--- src/rtl/barrelshifter_pkg.sv ---
// Shared types for the iterative barrel shifter.
//   op_e    : operation encoding (ROR/ROL ignore op[0], so only the even code is named)
//   state_e : sequencer states of barrelshifter_iter
package barrelshifter_pkg;

   typedef enum logic [2:0] {
      OP_SRL = 3'b000,
      OP_SRA = 3'b001,
      OP_ROR = 3'b010,
      OP_SLL = 3'b100,
      OP_SLA = 3'b101,
      OP_ROL = 3'b110
   } op_e;

   typedef enum logic [1:0] {
      IDLE,
      SHIFT,
      DONE
   } state_e;

endpackage

--- src/rtl/barrelshifter_step.sv ---
// Combinational single-bit shift/rotate step.
//   w        in   D_SIZE  working value
//   op       in   3       operation (see barrelshifter_pkg::op_e; op[0] ignored for ROR/ROL)
//   w_next   out  D_SIZE  value after one 1-bit step
//   ovf_step out  1       SLA only: sign bit differs from the bit shifted into it
module barrelshifter_step
   import barrelshifter_pkg::*;
#(
   parameter int unsigned D_SIZE = 8
) (
   input  logic [D_SIZE-1:0] w,
   input  logic [2:0]        op,
   output logic [D_SIZE-1:0] w_next,
   output logic              ovf_step
);

   logic [D_SIZE-1:0] sll;

   assign sll = {w[D_SIZE-2:0], 1'b0};

   always_comb begin
      w_next   = w;
      ovf_step = 1'b0;
      casez (op)
         OP_SRL:  w_next = {1'b0, w[D_SIZE-1:1]};
         OP_SRA:  w_next = {w[D_SIZE-1], w[D_SIZE-1:1]};
         3'b01?:  w_next = {w[0], w[D_SIZE-1:1]};
         OP_SLL:  w_next = sll;
         OP_SLA: begin
            // Sign bit is pinned; the bit below it is what gets lost on overflow.
            w_next   = {w[D_SIZE-1], sll[D_SIZE-2:0]};
            ovf_step = w[D_SIZE-2] ^ w[D_SIZE-1];
         end
         3'b11?:  w_next = {w[D_SIZE-2:0], w[D_SIZE-1]};
         default: w_next = w;
      endcase
   end

endmodule

--- src/rtl/barrelshifter_iter.sv ---
// Bit-serial shift/rotate unit with valid/ready request and response handshakes.
// One 1-bit step per clock; response appears s_in+1 cycles after the request is accepted.
//   clk_in         in   1               clock
//   rst_n_in       in   1               asynchronous active-low reset
//   req_valid_in   in   1               request valid
//   req_ready_out  out  1               ready for a request (IDLE only)
//   x_in           in   D_SIZE          operand
//   s_in           in   $clog2(D_SIZE)  shift/rotate amount
//   op_in          in   3               operation
//   rsp_valid_out  out  1               response valid
//   rsp_ready_in   in   1               response accepted
//   y_out          out  D_SIZE          result
//   zf_out         out  1               result is zero
//   vf_out         out  1               sticky SLA overflow
module barrelshifter_iter
   import barrelshifter_pkg::*;
#(
   parameter int unsigned D_SIZE = 8
) (
   input  logic                      clk_in,
   input  logic                      rst_n_in,
   input  logic                      req_valid_in,
   output logic                      req_ready_out,
   input  logic [D_SIZE-1:0]         x_in,
   input  logic [$clog2(D_SIZE)-1:0] s_in,
   input  logic [2:0]                op_in,
   output logic                      rsp_valid_out,
   input  logic                      rsp_ready_in,
   output logic [D_SIZE-1:0]         y_out,
   output logic                      zf_out,
   output logic                      vf_out
);

   localparam int unsigned S_W = $clog2(D_SIZE);

   state_e            state;
   logic [S_W-1:0]    cnt;
   logic [D_SIZE-1:0] w;
   logic [2:0]        op;
   logic              vf_acc;
   logic [D_SIZE-1:0] w_next;
   logic              ovf_step;

   barrelshifter_step #(
      .D_SIZE (D_SIZE)
   ) u_step (
      .w        (w),
      .op       (op),
      .w_next   (w_next),
      .ovf_step (ovf_step)
   );

   always_ff @(posedge clk_in or negedge rst_n_in) begin
      if (!rst_n_in) begin
         state         <= IDLE;
         cnt           <= '0;
         w             <= '0;
         op            <= '0;
         vf_acc        <= 1'b0;
         req_ready_out <= 1'b0;
         rsp_valid_out <= 1'b0;
         y_out         <= '0;
         zf_out        <= 1'b0;
         vf_out        <= 1'b0;
      end else begin
         unique case (state)
            IDLE: begin
               req_ready_out <= 1'b1;
               if (req_valid_in && req_ready_out) begin
                  w             <= x_in;
                  op            <= op_in;
                  cnt           <= s_in;
                  vf_acc        <= 1'b0;
                  req_ready_out <= 1'b0;
                  state         <= (s_in == '0) ? DONE : SHIFT;
               end
            end
            SHIFT: begin
               w      <= w_next;
               vf_acc <= vf_acc | ovf_step;
               cnt    <= cnt - 1'b1;
               if (cnt == S_W'(1)) begin
                  state <= DONE;
               end
            end
            DONE: begin
               // First DONE cycle publishes the result; later cycles wait for the consumer.
               if (!rsp_valid_out) begin
                  rsp_valid_out <= 1'b1;
                  y_out         <= w;
                  zf_out        <= (w == '0);
                  vf_out        <= vf_acc;
               end else if (rsp_ready_in) begin
                  rsp_valid_out <= 1'b0;
                  req_ready_out <= 1'b1;
                  state         <= IDLE;
               end
            end
            default: state <= IDLE;
         endcase
      end
   end

endmodule
--- config.mk ---
export PLATFORM = sky130hd
export DESIGN_NAME = barrelshifter_iter
export DESIGN_NICKNAME = d
export VERILOG_FILES = /design/src/rtl/barrelshifter_pkg.sv /design/src/rtl/barrelshifter_step.sv /design/src/rtl/barrelshifter_iter.sv
export SDC_FILE = /design/constraint.sdc
export NUM_CORES = 1
export LEC_CHECK = 0
export CAP_MARGIN = 40
export CORE_MARGIN = 5
export CORE_UTILIZATION = 30
export DETAILED_ROUTE_END_ITERATION = 10
export PLACE_DENSITY_LB_ADDON = 0.2
export SLEW_MARGIN = 20
export SYNTH_ARGS = -nofsm -noshare
export SYNTH_HDL_FRONTEND = slang
export SYNTH_SLANG_ARGS = --single-unit
--- constraint.sdc ---
create_clock -name clk_in -period 1.5 [get_ports clk_in]
set_input_delay 0.225 -clock clk_in [delete_from_list [all_inputs] [get_ports clk_in]]
set_output_delay 0.225 -clock clk_in [all_outputs]
set_load 0.02 [all_outputs]
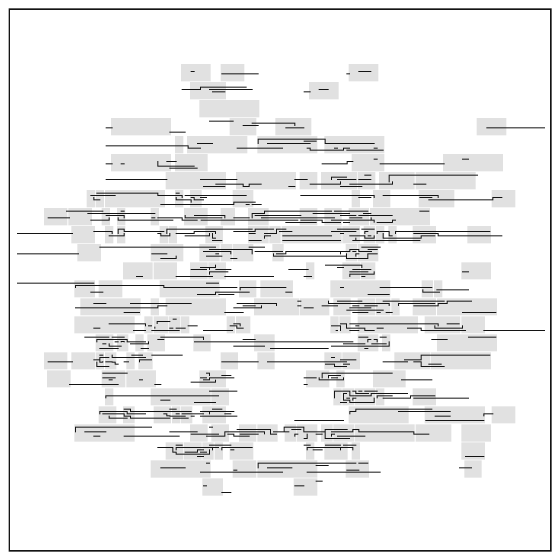
Fig. 1. The metal 1 layer (run 1).
Cells faint in the background.
share of all routed wire: 45%
longest straight run: 23.9 µm
wire length on this layer: 1,600 µm
main direction: horizontal
nets with wire on the layer: 180
number of vias in the routed layout: 1,163
sum of routed wire length over all layers: 3.568 mm
met1 track demand over resource in global routing: 0.1432

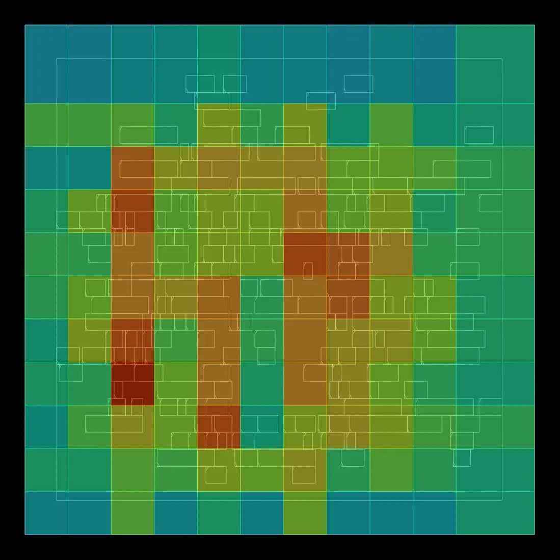
Fig. 2. Routing congestion map (run 1).
Routed wire per std cell: 14.16 µm
fin util: 0.4017
busiest layer in global routing: met2
met3 GRT Util: 0.03838

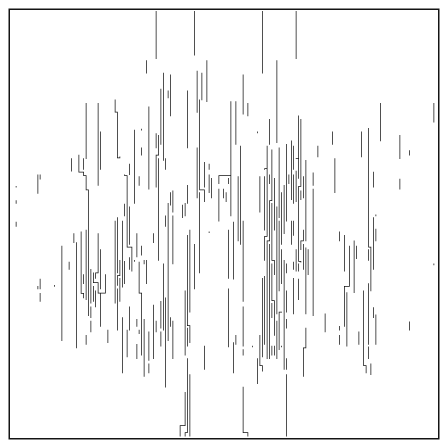
Fig. 3. Metal 2 (run 1).
longest straight run: 26.2 µm
main direction: vertical
share of all routed wire: 47%
wire length on this layer: 1,690 µm
GR Util met2: 0.1954

==> qor.tcl, run 1 <==
set qor(status) {completed}
set qor(clkPwrFrac) 0.140
set qor(gr-usage-all-layers) 0.1205
set qor(final_worst_path_period_need_ns) 1.455
set qor(io_pins) 30
set qor(highest_layer) {met4}
set qor(cts.hold.buffers_added) 0
set qor(p_total_mw) 4.289
set qor(worst_setup_path_end_kind) {primary output}
set qor(synth-seq-area-share) 0.4727
set qor(power_switching_mw) 1.693
set qor(drt-met1-wl_mm) 1.595
set qor(drc_markers) 0
set qor(preCtsSetupSlack_ns) -0.2067
set qor(seq_power_mw) 1.61
set qor(max_slew.worst_pin.slew_ns) 0.4994
set qor(post_route_cells_drive_above_1_share) 0.1593
set qor(comb_area_frac) 0.3539
set qor(clkbuf_count) 8
set qor(finalSetupTns_ns) 0
set qor(numCtsBuffers) 5
set qor(comb_cell_power_mw) 2.08
set qor(r2r_cells) 3
set qor(power.density_cell_area_mw_per_mm2) 2117
set qor(hold_viol_final) 0
set qor(finalWeightedCongestion) 0.7571
set qor(crit_path_top_delay_cell) {sky130_fd_sc_hd__clkdlybuf4s50_1}
set qor(drv_slew) 0
set qor(yosysMostFrequentCell) {sky130_fd_sc_hd__dfrtp_1}
set qor(pin_count_of_the_biggest_net_entering_global_routing) 30
set qor(grt_antenna_before_repair) 0
set qor(synthSimpleGateAreaFrac) 0.1801
set qor(layout.cells.most_common) {sky130_fd_sc_hd__dfrtp_1}
set qor(layout-area-overhead-vs-synth_pct) 31.95
set qor(core_region_area_mm2) 0.005042
set qor(fp_util) 0.3045
set qor(postSynthCellCount) 143
set qor(power.largest_group) {combinational cells}
set qor(wire_length_of_the_first_global_routing_pass_mm) 5.927
set qor(hpwl_mm) 2.637
set qor(vias_per_cell) 4.615
set qor(clock_net_power_mw) 0.602
set qor(synth-xor-area-share) 0
set qor(area.combinational_um2) 716.9
set qor(netlist_logic_family_top) {simple AND/OR/NAND/NOR gates}
set qor(post_synth_mux_area_share) 0.09861
set qor(buffer_ports.inserted) 29
set qor(chipArea_mm2) 0.006648
Fig. 4: run 1, cell area per tile
The bar under the picture is 20 µm long. The die is cut into 8 by 8 equal tiles; dark blue is low, red is high, 0 to 100% covered.
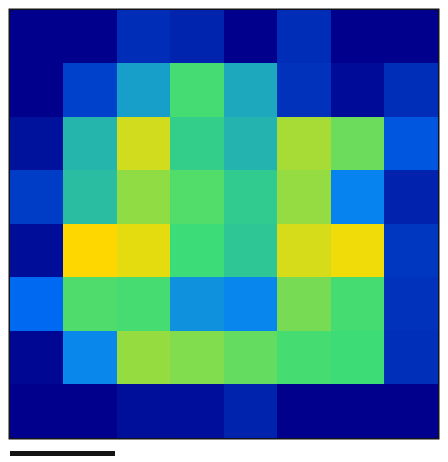

==> run 1 -> run 2 <==
--- a/config.mk
+++ b/config.mk
@@ -13,4 +13,6 @@
 export SLEW_MARGIN = 20
 export SYNTH_ARGS = -nofsm -noshare
 export SYNTH_HDL_FRONTEND = slang
+export SYNTH_HIERARCHICAL = 1
 export SYNTH_SLANG_ARGS = --single-unit
+export TNS_END_PERCENT = 100
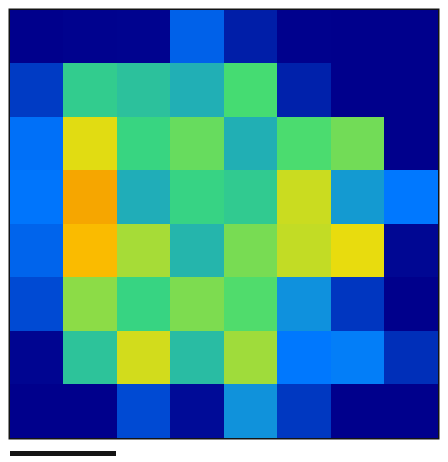
Fig. 5. Cell area per tile (run 2).
The bar under the picture is 20 µm long. The die is cut into 8 by 8 equal tiles; dark blue is low, red is high, 0 to 100% covered.
nearly empty tiles: 25%
mean over tiles: 31%
emptiest ninth of the die: top right
tiles over 75% full: 3.1%
fin util: 0.4332
starting density of the core: 0.3132
Core Region: 0.004786 mm²

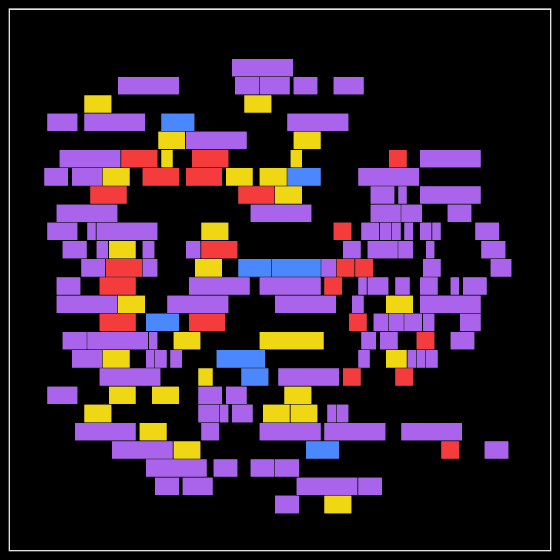
Fig. 6. Sizing map (run 2).
[yellow] _2 cells | cells: 29 | most used: mux2_2
[blue] _6 and larger | cells: 8 | most used: clkbuf_8
[purple] _0 and _1 cells | cells: 106 | most used: dfrtp_1
[red] _3 and _4 cells | cells: 21 | most used: mux2_4
post-route cell area: 0.002073 mm²
Final Worst Setup Slack: -0.02160 ns
layout buffer count excluding clock buffers: 42

==> run 2 against run 1 <==
The run now ends with setup timing left. Sequential power fell by 5%. Largest power group unchanged. First-iteration DRC count decreased by 46%. Critical path type is now reg -> reg. Flip-flop count unchanged. Clock skew is 0.00077 ns lower. Clock power increased by 1%. Area after synthesis down 2.4%. Highest routed layer unchanged.
==> qor.tcl, run 2 <==
set qor(highest_layer) {met4}
set qor(status) {complete, but fails checks}
set qor(netlist_logic_family_top) {multiplexers}
set qor(numCtsBuffers) 5
set qor(p_total_mw) 4.668
set qor(yosysMostFrequentCell) {sky130_fd_sc_hd__dfrtp_1}
set qor(clkbuf_count) 6
set qor(clock_net_power_mw) 0.611
set qor(layout.cells.most_common) {sky130_fd_sc_hd__dfrtp_1}
set qor(comb_area_frac) 0.3488
set qor(power.largest_group) {combinational cells}
set qor(synthSimpleGateAreaFrac) 0.09766
set qor(nNetsFinal) 183
set qor(preCtsSetupSlack_ns) -0.06083
set qor(finalWeightedCongestion) 0.8252
set qor(drc_markers) 0
set qor(pin_count_of_the_biggest_net_entering_global_routing) 30
set qor(synth-xor-area-share) 0.005843
set qor(cts-root-to-sink-buffers) 2
set qor(detail_route.wl_per_cell_um) 14.46
set qor(globalRoute.busiestLayer) {met2}
set qor(vias_per_cell) 4.714
set qor(chipArea_mm2) 0.006510
set qor(layout-area-overhead-vs-synth_pct) 38.31
set qor(max_slew.worst_pin.slew_ns) 0.3919
set qor(final_worst_path_period_need_ns) 1.522
set qor(area.combinational_um2) 723.2
set qor(hold_viol_final) 0
set qor(post_route_cells_drive_above_1_share) 0.3537
set qor(io_pins) 30
set qor(failing_checks) {setup timing}
set qor(power_switching_mw) 1.634
set qor(buffer_ports.inserted) 29
set qor(hpwl_mm) 2.324
set qor(setup_slack_ns) -0.02160
set qor(comb_cell_power_mw) 2.52
set qor(post_synth_mux_area_share) 0.2838
set qor(drt-met1-wl_mm) 1.511
set qor(synth-seq-area-share) 0.4841
set qor(cts.hold.buffers_added) 0
set qor(clkPwrFrac) 0.131
set qor(setup_violations) 6
set qor(crit_path_top_delay_cell) {sky130_fd_sc_hd__dfrtp_2}
set qor(seq_power_mw) 1.53
set qor(r2r_cells) 4
set qor(wire_length_of_the_first_global_routing_pass_mm) 5.492
set qor(fmax_mhz) 657.2
set qor(worst_setup_path_end_kind) {register}
set qor(grt_antenna_before_repair) 0
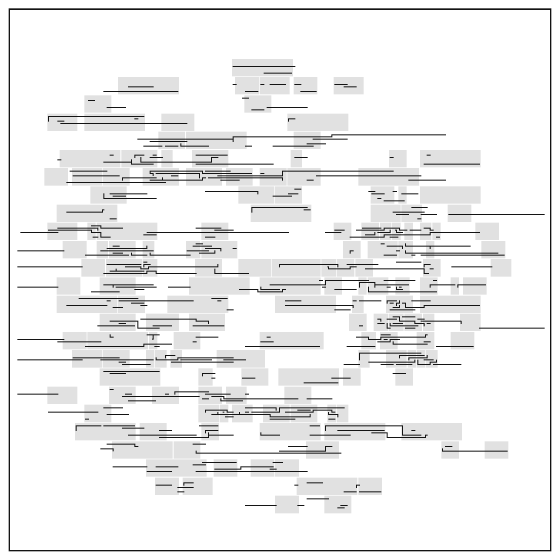
Fig. 7. The metal 1 layer (run 2).
Cells faint in the background.
nets with wire on the layer: 160
wire length on this layer: 1,510 µm
main direction: horizontal
longest straight run: 21.6 µm
number of vias in the routed layout: 1,089
met1 track demand over resource in global routing: 0.1372
sum of routed wire length over all layers: 3.340 mm

Fig. 8: run 2, routing congestion map
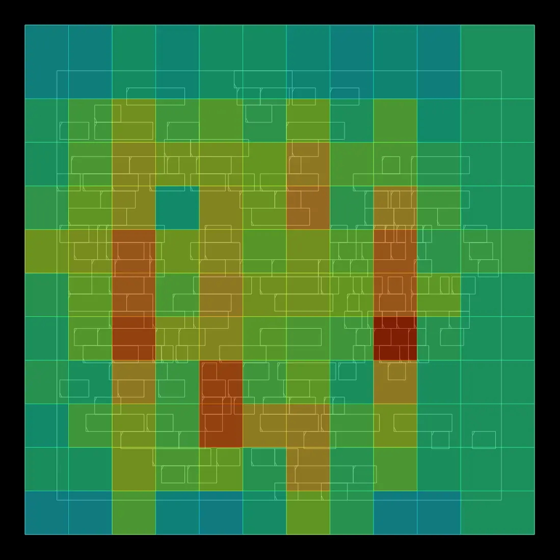

==> run 2 -> run 3 <==
--- a/config.mk
+++ b/config.mk
@@ -6,7 +6,7 @@
 export NUM_CORES = 1
 export LEC_CHECK = 0
 export CAP_MARGIN = 40
-export CORE_MARGIN = 5
+export CORE_MARGIN = 10
 export CORE_UTILIZATION = 30
 export DETAILED_ROUTE_END_ITERATION = 10
 export PLACE_DENSITY_LB_ADDON = 0.2
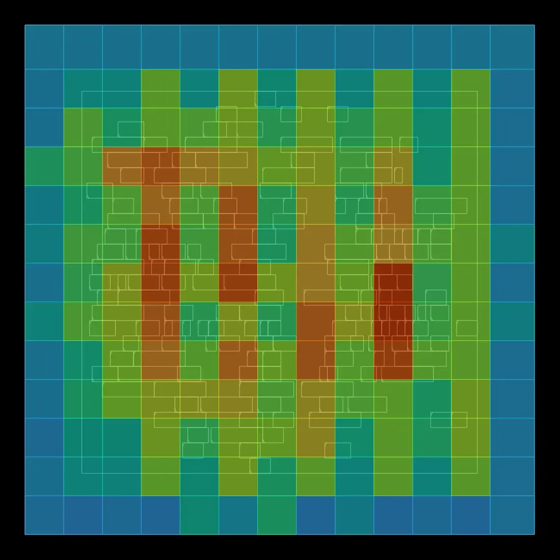
Fig. 9. Routing congestion map (run 3).
total routing usage reported by global routing: 0.09049
fin util: 0.4403
met1 track demand over resource in global routing: 0.1049
GR Util met2: 0.1436

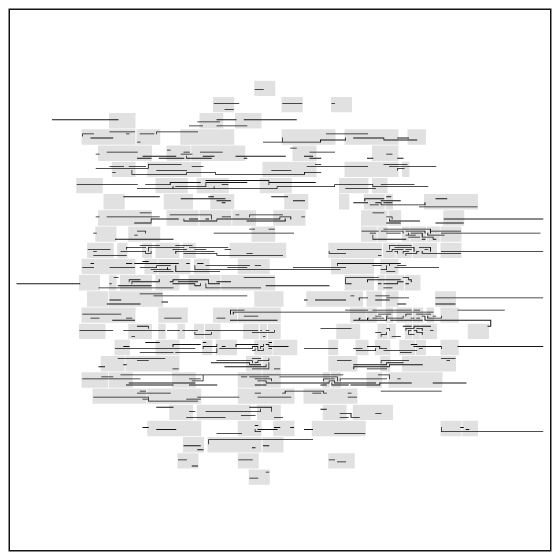
Fig. 10. The metal 1 layer (run 3).
Cells faint in the background.
main direction: horizontal
share of all routed wire: 45%
longest straight run: 37.3 µm
number of vias in the routed layout: 1,083
sum of routed wire length over all layers: 3.678 mm

==> run 3 against run 2 <==
The run still ends with setup timing left. Combinational power is 3% higher. Hold slack lost 0.0011 ns. Setup slack better by 0.010 ns. Sequential share of layout area down 0.44 points. Area after synthesis unchanged. Synthesized cell count stayed put. Clock power is essentially flat. Non-clock buffer count increased by 2. Wire length grew 10%. Sequential power is 3% higher. Critical endpoint is now w[3]$_DFFE_PN0P_. Largest power group unchanged. Highest routed layer unchanged.
==> qor.tcl, run 3 <==
set qor(clock_net_power_mw) 0.609
set qor(r2r_cells) 4
set qor(hpwl_mm) 2.456
set qor(post_synth_mux_area_share) 0.2838
set qor(nNetsFinal) 185
set qor(max_slew.worst_pin.slew_ns) 0.3821
set qor(failing_checks) {setup timing}
set qor(cts-root-to-sink-buffers) 2
set qor(vias_per_cell) 4.648
set qor(comb_cell_power_mw) 2.59
set qor(postSynthCellCount) 120
set qor(worst_setup_path_end_kind) {register}
set qor(p_total_mw) 4.769
set qor(buffer_ports.inserted) 29
set qor(setup_violations) 6
set qor(cts.hold.buffers_added) 0
set qor(drt-met1-wl_mm) 1.669
set qor(fmax_mhz) 661.7
set qor(finalWeightedCongestion) 0.8612
set qor(setup_slack_ns) -0.01120
set qor(status) {complete, but fails checks}
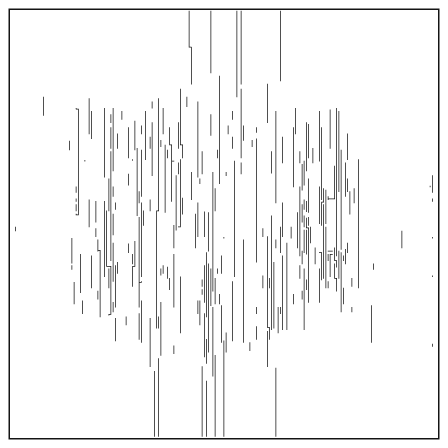
Fig. 11. Metal 2 (run 3).
nets with wire on the layer: 159
longest straight run: 31.3 µm
main direction: vertical

Power and IR drop assume default switching activity.
